Fig. 1: run 1, cells by drive strength
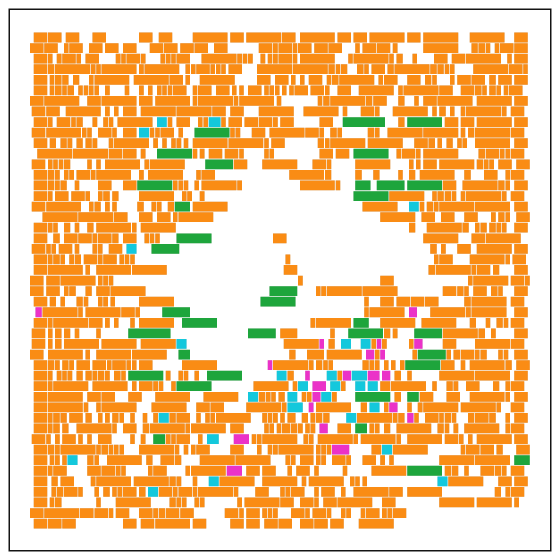
Fig. 2: run 1, cells colored by class
Bar = 50 µm. Fill, decap, tap and diode cells in gray.
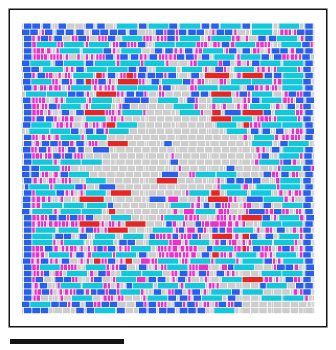
Fig. 3: run 1, clock wiring as the flow saved it
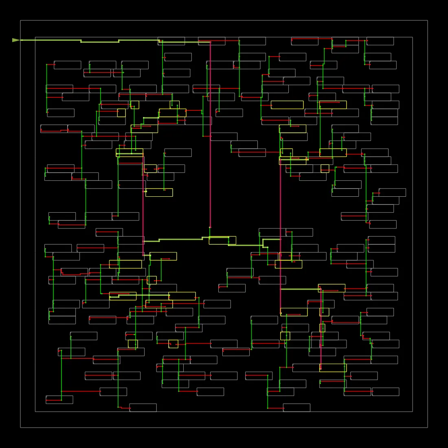
Fig. 4: run 1, gate-type map
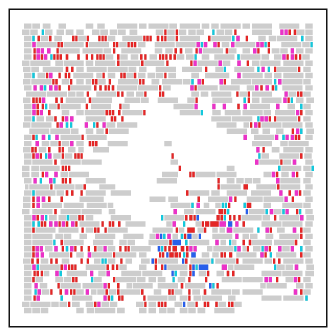
[src/rtl/mips_pkg.sv]
// Shared encodings for the multicycle MIPS memory access path.
package mips_pkg;

    // Memory sequencer states
    typedef enum logic {
        IDLE = 1'b0,
        REQ  = 1'b1
    } state_e;

    // Kind of access currently latched
    typedef enum logic [1:0] {
        ACC_FETCH = 2'd0,
        ACC_RD    = 2'd1,
        ACC_WR    = 2'd2
    } acc_e;

    // Low address bits that must be zero for a word access
    localparam logic [1:0] WORD_ALIGN_MASK = 2'b11;

    function automatic logic is_misaligned(input logic [1:0] lsb);
        return (lsb & WORD_ALIGN_MASK) != 2'b00;
    endfunction

endpackage

[src/rtl/mem_access_unit_if.sv]
// Request/acknowledge bus between the access unit and the unified memory.
interface mem_access_unit_if #(
    parameter int DATA_W = 32
);
    logic              req;
    logic              we;
    logic [DATA_W-1:0] addr;
    logic [DATA_W-1:0] wdata;
    logic [DATA_W-1:0] rdata;
    logic              ack;

    modport master (
        output req, we, addr, wdata,
        input  rdata, ack
    );

    modport slave (
        input  req, we, addr, wdata,
        output rdata, ack
    );
endinterface

[src/rtl/mem_access_unit_timeout_cnt.sv]
// Wait-cycle counter for an outstanding memory request; tc flags the
// cycle in which the count would reach TIMEOUT.
module mem_timeout_cnt #(
    parameter int TIMEOUT = 15
) (
    input  logic clk,
    input  logic res,
    input  logic clr,
    input  logic en,
    output logic tc
);
    localparam logic [7:0] TC_VAL = 8'(TIMEOUT - 1);

    logic [7:0] cnt_q, cnt_d;

    // Clear on request entry, count each unacknowledged cycle
    always_comb begin
        cnt_d = cnt_q;
        if (clr) begin
            cnt_d = 8'd0;
        end else if (en) begin
            cnt_d = cnt_q + 8'd1;
        end
    end

    // Counter register
    always_ff @(posedge clk or negedge res) begin
        if (!res) begin
            cnt_q <= 8'd0;
        end else begin
            cnt_q <= cnt_d;
        end
    end

    // Terminal when this is the TIMEOUT-th cycle with the request unanswered
    assign tc = (cnt_q == TC_VAL);

endmodule

[src/rtl/mem_access_unit.sv]
// Sequences fetch/load/store accesses to the unified memory for the
// multicycle core; owns PC, IR and MDR and reports completion and errors.
module mem_access_unit
    import mips_pkg::*;
#(
    parameter int                DATA_W   = 32,
    parameter int                TIMEOUT  = 15,
    parameter logic [DATA_W-1:0] PC_RESET = '0
) (
    input  logic              clk,
    input  logic              res,
    input  logic              fetch_req,
    input  logic              rd_req,
    input  logic              wr_req,
    input  logic              pc_en,
    input  logic [DATA_W-1:0] pc_next,
    input  logic [DATA_W-1:0] alu_out,
    input  logic [DATA_W-1:0] wr_data,
    input  logic              err_clr,
    output logic [DATA_W-1:0] pc,
    output logic [DATA_W-1:0] instr,
    output logic [DATA_W-1:0] mem_data,
    output logic              busy,
    output logic              done,
    output logic              err_timeout,
    output logic              err_align,
    output logic              err_overrun,
    mem_access_unit_if.master mem
);

    state_e            state_q, state_d;
    acc_e              acc_q, acc_d;
    logic              req_q, req_d;
    logic              we_q, we_d;
    logic [DATA_W-1:0] addr_q, addr_d;
    logic [DATA_W-1:0] wdata_q, wdata_d;
    logic [DATA_W-1:0] pc_q;
    logic [DATA_W-1:0] ir_q, ir_d;
    logic [DATA_W-1:0] mdr_q, mdr_d;
    logic              done_q, done_d;
    logic              err_to_q, err_al_q, err_ov_q;
    logic              set_to, set_al, set_ov;

    acc_e              sel_acc;
    logic [DATA_W-1:0] sel_addr;
    logic              any_req;
    logic              cnt_clr, cnt_en, cnt_tc;

    mem_timeout_cnt #(
        .TIMEOUT (TIMEOUT)
    ) u_tmo (
        .clk (clk),
        .res (res),
        .clr (cnt_clr),
        .en  (cnt_en),
        .tc  (cnt_tc)
    );

    assign any_req = fetch_req | rd_req | wr_req;

    // Request arbitration: store beats load beats fetch; fetch uses current pc
    always_comb begin
        sel_acc  = ACC_FETCH;
        sel_addr = pc_q;
        if (wr_req) begin
            sel_acc  = ACC_WR;
            sel_addr = alu_out;
        end else if (rd_req) begin
            sel_acc  = ACC_RD;
            sel_addr = alu_out;
        end
    end

    // Sequencer next state, bus controls, capture and error events
    always_comb begin
        state_d = state_q;
        acc_d   = acc_q;
        req_d   = req_q;
        we_d    = we_q;
        addr_d  = addr_q;
        wdata_d = wdata_q;
        ir_d    = ir_q;
        mdr_d   = mdr_q;
        done_d  = 1'b0;
        set_to  = 1'b0;
        set_al  = 1'b0;
        set_ov  = 1'b0;
        cnt_clr = 1'b0;
        cnt_en  = 1'b0;
        unique case (state_q)
            IDLE: begin
                if (any_req) begin
                    // every request that loses arbitration is reported
                    set_ov = (wr_req & (rd_req | fetch_req)) | (rd_req & fetch_req);
                    if (is_misaligned(sel_addr[1:0])) begin
                        // refused without touching memory; still completes
                        set_al = 1'b1;
                        done_d = 1'b1;
                    end else begin
                        state_d = REQ;
                        acc_d   = sel_acc;
                        req_d   = 1'b1;
                        we_d    = (sel_acc == ACC_WR);
                        addr_d  = sel_addr;
                        wdata_d = wr_data;
                        cnt_clr = 1'b1;
                    end
                end
            end
            REQ: begin
                set_ov = any_req;
                if (mem.ack) begin
                    // ack beats a simultaneous timeout
                    if (acc_q == ACC_FETCH) ir_d  = mem.rdata;
                    if (acc_q == ACC_RD)    mdr_d = mem.rdata;
                    req_d   = 1'b0;
                    we_d    = 1'b0;
                    done_d  = 1'b1;
                    state_d = IDLE;
                end else if (cnt_tc) begin
                    req_d   = 1'b0;
                    we_d    = 1'b0;
                    set_to  = 1'b1;
                    done_d  = 1'b1;
                    state_d = IDLE;
                end else begin
                    cnt_en = 1'b1;
                end
            end
            default: state_d = IDLE;
        endcase
    end

    // Sequencer, bus and data registers; reset discards any access in flight
    always_ff @(posedge clk or negedge res) begin
        if (!res) begin
            state_q  <= IDLE;
            acc_q    <= ACC_FETCH;
            req_q    <= 1'b0;
            we_q     <= 1'b0;
            addr_q   <= '0;
            wdata_q  <= '0;
            ir_q     <= '0;
            mdr_q    <= '0;
            done_q   <= 1'b0;
            err_to_q <= 1'b0;
            err_al_q <= 1'b0;
            err_ov_q <= 1'b0;
        end else begin
            state_q  <= state_d;
            acc_q    <= acc_d;
            req_q    <= req_d;
            we_q     <= we_d;
            addr_q   <= addr_d;
            wdata_q  <= wdata_d;
            ir_q     <= ir_d;
            mdr_q    <= mdr_d;
            done_q   <= done_d;
            // a new error outranks a same-cycle clear
            err_to_q <= set_to | (err_to_q & ~err_clr);
            err_al_q <= set_al | (err_al_q & ~err_clr);
            err_ov_q <= set_ov | (err_ov_q & ~err_clr);
        end
    end

    // PC loads independently of the sequencer; a latched fetch keeps its address
    always_ff @(posedge clk or negedge res) begin
        if (!res) begin
            pc_q <= PC_RESET;
        end else if (pc_en) begin
            pc_q <= pc_next;
        end
    end

    assign mem.req   = req_q;
    assign mem.we    = we_q;
    assign mem.addr  = addr_q;
    assign mem.wdata = wdata_q;

    assign pc          = pc_q;
    assign instr       = ir_q;
    assign mem_data    = mdr_q;
    assign done        = done_q;
    assign err_timeout = err_to_q;
    assign err_align   = err_al_q;
    assign err_overrun = err_ov_q;
    assign busy        = (state_q != IDLE) | any_req;

endmodule

[src/flat_wrapper.sv]
// flat-port wrapper written by rule: the top's interface ports become plain ports
module mem_access_unit_flat import mips_pkg::*;
#(
    parameter int                DATA_W   = 32,
    parameter int                TIMEOUT  = 15,
    parameter logic [DATA_W-1:0] PC_RESET = '0
)
  (clk, res, fetch_req, rd_req, wr_req, pc_en, pc_next, alu_out, wr_data, err_clr, pc, instr, mem_data, busy, done, err_timeout, err_align, err_overrun, mem_req, mem_we, mem_addr, mem_wdata, mem_rdata, mem_ack);
  mem_access_unit_if #(.DATA_W(DATA_W)) mem_i ();
  input  logic clk;
  input  logic res;
  input  logic fetch_req;
  input  logic rd_req;
  input  logic wr_req;
  input  logic pc_en;
  input  logic [DATA_W-1:0] pc_next;
  input  logic [DATA_W-1:0] alu_out;
  input  logic [DATA_W-1:0] wr_data;
  input  logic err_clr;
  output logic [DATA_W-1:0] pc;
  output logic [DATA_W-1:0] instr;
  output logic [DATA_W-1:0] mem_data;
  output logic busy;
  output logic done;
  output logic err_timeout;
  output logic err_align;
  output logic err_overrun;
  output wire logic [$bits(mem_i.req)-1:0] mem_req;
  output wire logic [$bits(mem_i.we)-1:0] mem_we;
  output wire logic [$bits(mem_i.addr)-1:0] mem_addr;
  output wire logic [$bits(mem_i.wdata)-1:0] mem_wdata;
  input wire logic [$bits(mem_i.rdata)-1:0] mem_rdata;
  input wire logic [$bits(mem_i.ack)-1:0] mem_ack;
  assign mem_req = mem_i.req;
  assign mem_we = mem_i.we;
  assign mem_addr = mem_i.addr;
  assign mem_wdata = mem_i.wdata;
  assign mem_i.rdata = mem_rdata;
  assign mem_i.ack = mem_ack;
  mem_access_unit #(.DATA_W(DATA_W), .TIMEOUT(TIMEOUT), .PC_RESET(PC_RESET)) u_core (.clk(clk), .res(res), .fetch_req(fetch_req), .rd_req(rd_req), .wr_req(wr_req), .pc_en(pc_en), .pc_next(pc_next), .alu_out(alu_out), .wr_data(wr_data), .err_clr(err_clr), .pc(pc), .instr(instr), .mem_data(mem_data), .busy(busy), .done(done), .err_timeout(err_timeout), .err_align(err_align), .err_overrun(err_overrun), .mem(mem_i));
endmodule
[config.mk]
export PLATFORM = sky130hd
export DESIGN_NAME = mem_access_unit_flat
export DESIGN_NICKNAME = d
export VERILOG_FILES = /design/src/rtl/mips_pkg.sv /design/src/rtl/mem_access_unit_if.sv /design/src/rtl/mem_access_unit_timeout_cnt.sv /design/src/rtl/mem_access_unit.sv /design/src/flat_wrapper.sv
export SDC_FILE = /design/constraint.sdc
export NUM_CORES = 1
export LEC_CHECK = 0
export ABC_AREA = 1
export CAP_MARGIN = 20
export CORE_MARGIN = 5
export CORE_UTILIZATION = 43
export DETAILED_ROUTE_END_ITERATION = 16
export PLACE_DENSITY = 0.81
export SLEW_MARGIN = 20
export SYNTH_ARGS = -nofsm -noshare
export SYNTH_HDL_FRONTEND = slang
export SYNTH_HIERARCHICAL = 1
export SYNTH_SLANG_ARGS = --single-unit
[constraint.sdc]
create_clock -name clk -period 1.9 [get_ports clk]
set_input_delay 0.285 -clock clk [delete_from_list [all_inputs] [get_ports clk]]
set_output_delay 0.285 -clock clk [all_outputs]
set_load 0.03 [all_outputs]
==> run notes, run 1 <==
Summary of the current implementation state.

- The final layout report lists a non-clock buffer count of 331.
- The critical path goes through clkdlybuf4s50_1.
- The depth of the most critical reg-to-reg path is 11, for reference.
- The synthesized instance count is 818.
- At floorplan, the net count of the design was reported as 956.
- The final count of hold timing violations is 0, for reference.
- The max-slew violation count is 0, for reference.
- The multi-input combinational gate total is 519, for reference.
- The power density normalized to cell area is 1410 nW/µm², for reference.
- The design draws 15.7 mW.
- The number of hold buffers added after cts is 1, for reference.
- The register share after synthesis is 61.9%, for reference.
- The launch point of the worst path is u_core/mem.wdata[17], for reference.
- The sequential group power is 5.60 mW, for reference.
- The pre-antenna-repair detailed-routing pass consisted of 5 iterations.
- Looking at the VDD voltage map, the peak drop is 799 µV.
- The standard cell area after detailed placement is 10600 µm², for reference.
- Synthesis instantiated 25 different standard cells from the library.
- The gate family responsible for the most delay along the worst path is buffers and inverters, for reference.
- The proportion of netlist area held by the largest area contributor is 61.9%, for reference.
- The synthesized netlist occupies a cell area of 7160 µm².
- The element type at the critical path end is an output port, for reference.
- met2 track demand over resource after global routing is 35.6%.
- The total routing usage reported by global routing is 21.6%, for reference.
- The run finished with clean final reports.
- The pin count of the biggest net entering global routing is 65, for reference.
- The number of logged tool warnings is 27, for reference.
- The cell at the slowest stage of the critical path is sky130_fd_sc_hd__clkdlybuf4s50_1, for reference.
- The worst hold endpoint is u_core/pc[2], for reference.
- The total via count after detailed routing is 6517, for reference.
- On the critical path the data arrives at 1.53 ns.
- The synthesis report gives the async set-or-reset register share as 100%.
- In this run, the synthesized area fraction spent on AND-OR/OR-AND gates is recorded as 9.84%.
- The post-CTS setup repair buffer count is 0, for reference.
- The switching power share of the total is 38.8%, for reference.
- The launch point of the worst min-delay path is recorded as pc_en.
- Per the post-run analysis, buffers plus inverters along the critical path come to 1.
- The data required time at the worst endpoint is 1.62 ns, for reference.
- Wires add up to 21300 µm.
- The routed design could run at a clock period as short as 1.81 ns.
- The post-route report lists met1 wire length as 8760 µm.
- The multi-input gate share of total cell area is 19.9%, for reference.
- The source of the worst register-to-register timing path is u_core/u_tmo/cnt_q[0], for reference.
- For this sky-water flow run, the detailed-routed wirelength per cell is reported as 15.6 µm.
- Setup repair after global routing left no endpoint under its margin.
- Of the total synthesized cell area, the portion taken by full adders, half adders and majority gates is 0.350%.
- The via density per instance is 4.78, for reference.
- Max-cap violations in this run came to 0.
- The clock network burns 22.5% of the power.
- In the post-synthesis netlist, the biggest area contributors are sky130_fd_sc_hd__dfrtp_1, sky130_fd_sc_hd__nand2_1, sky130_fd_sc_hd__o21ai_0.
- The starting density of the core is 43.5%, for reference.
- The maximum fanout encountered on the critical timing path is 2, for reference.
- The number of cells reported by Yosys stat comes to 818.
- Per the run report, area growth between synthesis and finish was 56.2%.
- Among logic cells in the layout, the one with the most instances is sky130_fd_sc_hd__nand2_1.
- The most heavily used metal layer in global routing is met2, for reference.
- In this run, placement finished with an instance count of 1329.
- All stages included, the depth of the critical timing path comes to 1.
- The layout clock buffer count is 17, for reference.
- The number of enable flip-flop cells is 0, for reference.
- The post-placement worst setup slack is -0.0559 ns, for reference.
- For this run, global-route usage on met1 was measured as 26.4%.
About Fig. 1:
legend:
  _3 and _4 cells:
    color: cyan
    cells: 28
  _0 and _1 cells:
    color: orange
    cells: 1058
  _2 cells:
    color: magenta
    cells: 21
  _6 and larger:
    color: green
    cells: 35

About Fig. 2:
legend:
  remaining buffers and delay cells:
    color: blue
    cells: 331
    share_of_their_area: 31%
  clock drivers and dummy loads:
    color: red
    cells: 32
    share_of_their_area: 5.5%
  combinational and other logic:
    color: magenta
    cells: 602
    share_of_their_area: 23%
  sequential cells:
    color: cyan
    cells: 177
    share_of_their_area: 41%
core area: 16500 µm²
number of placement rows: 47
sequential share of cell area: 39.6%
Final Instance Area: 11200 µm²

About Fig. 3:
clock tree sinks: 177
clock buffers created by TritonCTS: 17
insertion delay of the later-clocked pin in the worst-skew pair: 0.42 ns
clock skew after layout: 0.00874 ns

About Fig. 4:
legend:
  inv cells:
    color: cyan
    cells: 83
    where: all over the die
  aoi and oai cells:
    color: magenta
    cells: 139
    where: all over the die
  nor cells:
    color: blue
    cells: 19
    where: bottom center
  nand cells:
    color: red
    cells: 356
    where: all over the die

Fig. 5: run 1, signal wires on met2
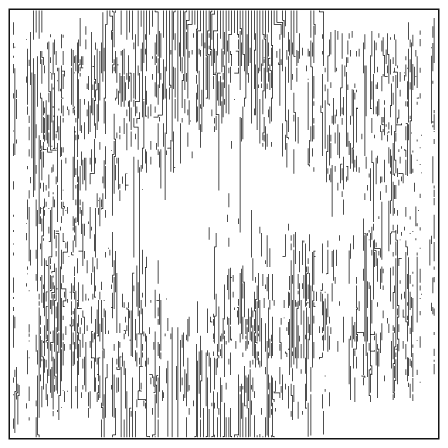

## Run 2: what changed since run 1
--- a/config.mk
+++ b/config.mk
@@ -7,7 +7,7 @@
 export LEC_CHECK = 0
 export ABC_AREA = 1
 export CAP_MARGIN = 20
-export CORE_MARGIN = 5
+export CORE_MARGIN = 2
 export CORE_UTILIZATION = 43
 export DETAILED_ROUTE_END_ITERATION = 16
 export PLACE_DENSITY = 0.81
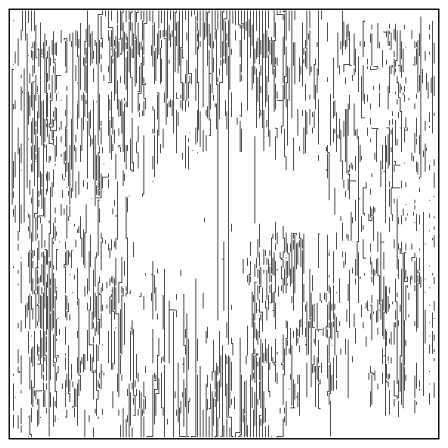
Fig. 6. Signal wires on met2 (run 2).
nets with wire on the layer: 1055
share of all routed wire: 48%

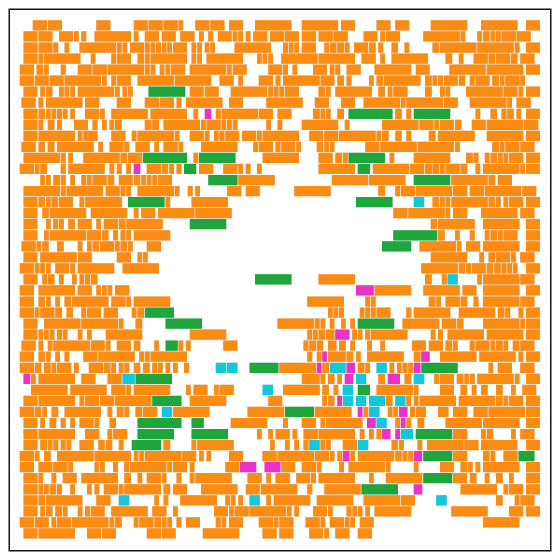
Fig. 7. Cells by drive strength (run 2).
legend:
  _0 and _1 cells:
    color: orange
    cells: 1058
  _6 and larger:
    color: green
    cells: 36
  _3 and _4 cells:
    color: cyan
    cells: 24
  _2 cells:
    color: magenta
    cells: 24
worst-case setup margin in the final layout: 0.103 ns
relative area change from synthesis to final layout: 56.8%
number of signal-net buffers in the layout: 331

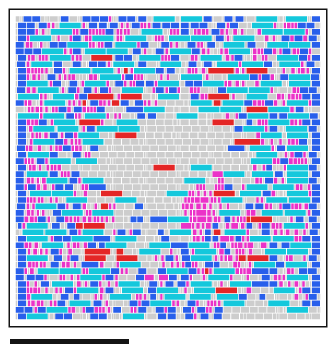
Fig. 8. Cells colored by class (run 2).
Bar = 50 µm. Fill, decap, tap and diode cells in gray.
legend:
  clock drivers and dummy loads:
    color: red
    cells: 32
    share_of_their_area: 5.7%
  combinational and other logic:
    color: magenta
    cells: 602
    share_of_their_area: 23%
  sequential cells:
    color: cyan
    cells: 177
    share_of_their_area: 40%
  remaining buffers and delay cells:
    color: blue
    cells: 331
    share_of_their_area: 31%
sequential share of cell area: 39.5%
core area: 16400 µm²
final cell utilization of the core: 68.4%

==> run notes, run 2 <==
Summary of the current implementation state.

- The worst hold endpoint is u_core/pc[18] (was u_core/pc[2]).
- The adder-cell share of the synthesized area is 0.350% (unchanged), for reference.
- The row count is 47 (unchanged), for reference.
- The most heavily used metal layer in global routing is met2 (unchanged), for reference.
- The via density per instance is 4.77 (was 4.78).
- Cells traversed along the worst timing path: clkdlybuf4s50_1 (unchanged).
- The main combinational cell family by area after synthesis is simple AND/OR/NAND/NOR gates (unchanged), for reference.
- The sequential group power was 5.60 mW (about the same).
- Result of the run: finished, final reports clean (unchanged).
- The number of buffers on the longest clock path is 2 (unchanged).
- The layout clock buffer count was 17 (unchanged).
- The global routing usage on met2 is 39.3% (was 35.6%).
- The most common cell in the netlist is sky130_fd_sc_hd__nand2_1 (unchanged), for reference.
- The count of cell types in the netlist is 25 (unchanged), for reference.
- The total clock buffers created by CTS is 17 (unchanged), for reference.
- The startpoint of the tightest hold check path was pc_en (unchanged).
- The max-slew violation count was 0 (unchanged).
- The number of clock sinks came to 177 (unchanged).
- The maximum vdd drop is 774 µV (was 799 µV).
- The yosys stat cell total was 818 (unchanged).
- The multi-input gate share of total cell area is 19.8% (was 19.9%), for reference.
- The number of optimization iterations in the first detailed-route pass is 5 (unchanged), for reference.
- The cell taking the most area after synthesis is sky130_fd_sc_hd__dfrtp_1 (unchanged), for reference.
- The number of logged tool warnings came to 27 (unchanged).
- The share of total power in the clock network is 23.4% (was 22.5%).
- The number of resized instances in the post-cts repair step came to 0 (unchanged).
- The element type at the critical path end is an output port (unchanged), for reference.
- The post-placement worst setup slack is 0.0309 ns (was -0.0559 ns).
- The number of inverters outside the clock class in the layout is 83 (unchanged), for reference.
- The area used by multi-input combinational logic was 2220 µm² (unchanged).
- The register share after synthesis is 61.9% (unchanged), for reference.
- The area fraction in compound gates is 9.84% (unchanged), for reference.
- The pin count of the biggest net entering global routing came to 65 (unchanged).
- The final wirelength was 20700 µm (was 21300 µm).
- The number of buffer cells added on primary ports came to 302 (unchanged).
- The number of warnings reported in the yosys synthesis log was 6 (unchanged).
- The switching power share of the total is 37.9% (was 38.8%).
- The xor/xnor share of the synthesized area was 0% (unchanged).
- The highest metal layer with signal wires was met4 (unchanged).
- The post-placement cell count is 1329 (unchanged).
- The static leakage power is 5.44 nW (was 5.41 nW).
- The number of standard cells after synthesis was 818 (unchanged).
- The multi-input combinational gate total is 519 (unchanged).
- The average detailed-routed wire length per instance was 15.2 µm (was 15.6 µm).
- The proportion of netlist area held by the largest area contributor is 61.9% (unchanged), for reference.
- The cell at the slowest stage of the critical path is sky130_fd_sc_hd__clkdlybuf4s50_1 (unchanged), for reference.
- Most area-consuming cells after synthesis: sky130_fd_sc_hd__dfrtp_1, sky130_fd_sc_hd__nand2_1, sky130_fd_sc_hd__o21ai_0 (unchanged).
- Setup repair after global routing missed its margin: false (unchanged).
- The clock latency at the later pin of the worst-skew pair is 0.42 ns (about the same), for reference.
- The power density normalized to cell area is 1420 nW/µm² (was 1410 nW/µm²), for reference.
- The part of the total power dissipated in sequential elements is 35.3% (was 35.6%), for reference.
- The number of logic stages on the critical path including buffering is 1 (unchanged), for reference.
- The maximum fanout encountered on the critical timing path is 2 (unchanged), for reference.
- The critical path data arrival time came to 1.51 ns (was 1.53 ns).
- The timing endpoint of the critical path is mem_wdata[16] (was mem_wdata[17]).
- The data required time at the worst endpoint is 1.62 ns (about the same), for reference.
- The total non-filler cell area in the finished layout came to 11200 µm² (about the same).
- The combinational group power is 6.56 mW (was 6.60 mW), for reference.
- The depth of the most critical reg-to-reg path is 11 (unchanged), for reference.
- The combinational power share came to 41.3% (was 41.9%).
- The clock period minus worst slack is 1.80 ns (was 1.81 ns), for reference.
- The final count of hold timing violations was 0 (unchanged).
- The number of hold buffers added after cts is 1 (unchanged), for reference.
- The total via count after detailed routing is 6507 (was 6517).
- The share of synthesized registers carrying an async set or reset is 100% (unchanged), for reference.
- The top logic cell by instance count in the layout is sky130_fd_sc_hd__nand2_1 (unchanged), for reference.
- The gate family responsible for the most delay along the worst path is buffers and inverters (unchanged), for reference.
- The cell area after technology mapping is 7160 µm² (unchanged), for reference.
- The register-to-register setup slack came to 0.21 ns (was 0.17 ns).
- The post-CTS setup repair buffer count is 0 (unchanged), for reference.
- The launch point of the worst path was u_core/mem.wdata[16] (was u_core/mem.wdata[17]).
- The starting density of the core is 43.6% (was 43.5%), for reference.
- The final setup skew is 0.00911 ns (was 0.00874 ns), for reference.
- The dominant kind of cell by area is sequential cells (unchanged).
- The level count of the clock H-tree is 4 (unchanged).
- The source of the worst register-to-register timing path is u_core/u_tmo/cnt_q[0] (unchanged), for reference.
- The count of buffer and inverter cells on the critical path is 1 (unchanged).
- The die width came to 133 µm (was 139 µm).
- The total routing usage reported by global routing was 23.7% (was 21.6%).
- The cell count of the worst hold path came to 3 (unchanged).
- The standard cell area after detailed placement is 10600 µm² (about the same), for reference.
- The number of enable flip-flop cells came to 0 (unchanged).
- The placed wire-length estimate after detailed placement is 15100 µm (was 16000 µm), for reference.
- The number of nets at floorplan is 956 (unchanged), for reference.
- The routed length on met1 was 8260 µm (was 8760 µm).
- The count of max-cap constraint violations is 0 (unchanged).
- The met1 track utilization from global routing is 28.0% (was 26.4%), for reference.
- The sum of negative setup slack is 0 ns (unchanged).
- The overall power is 15.9 mW (was 15.7 mW), for reference.
Power figures rest on the tool's default switching activity, not on a simulated workload.
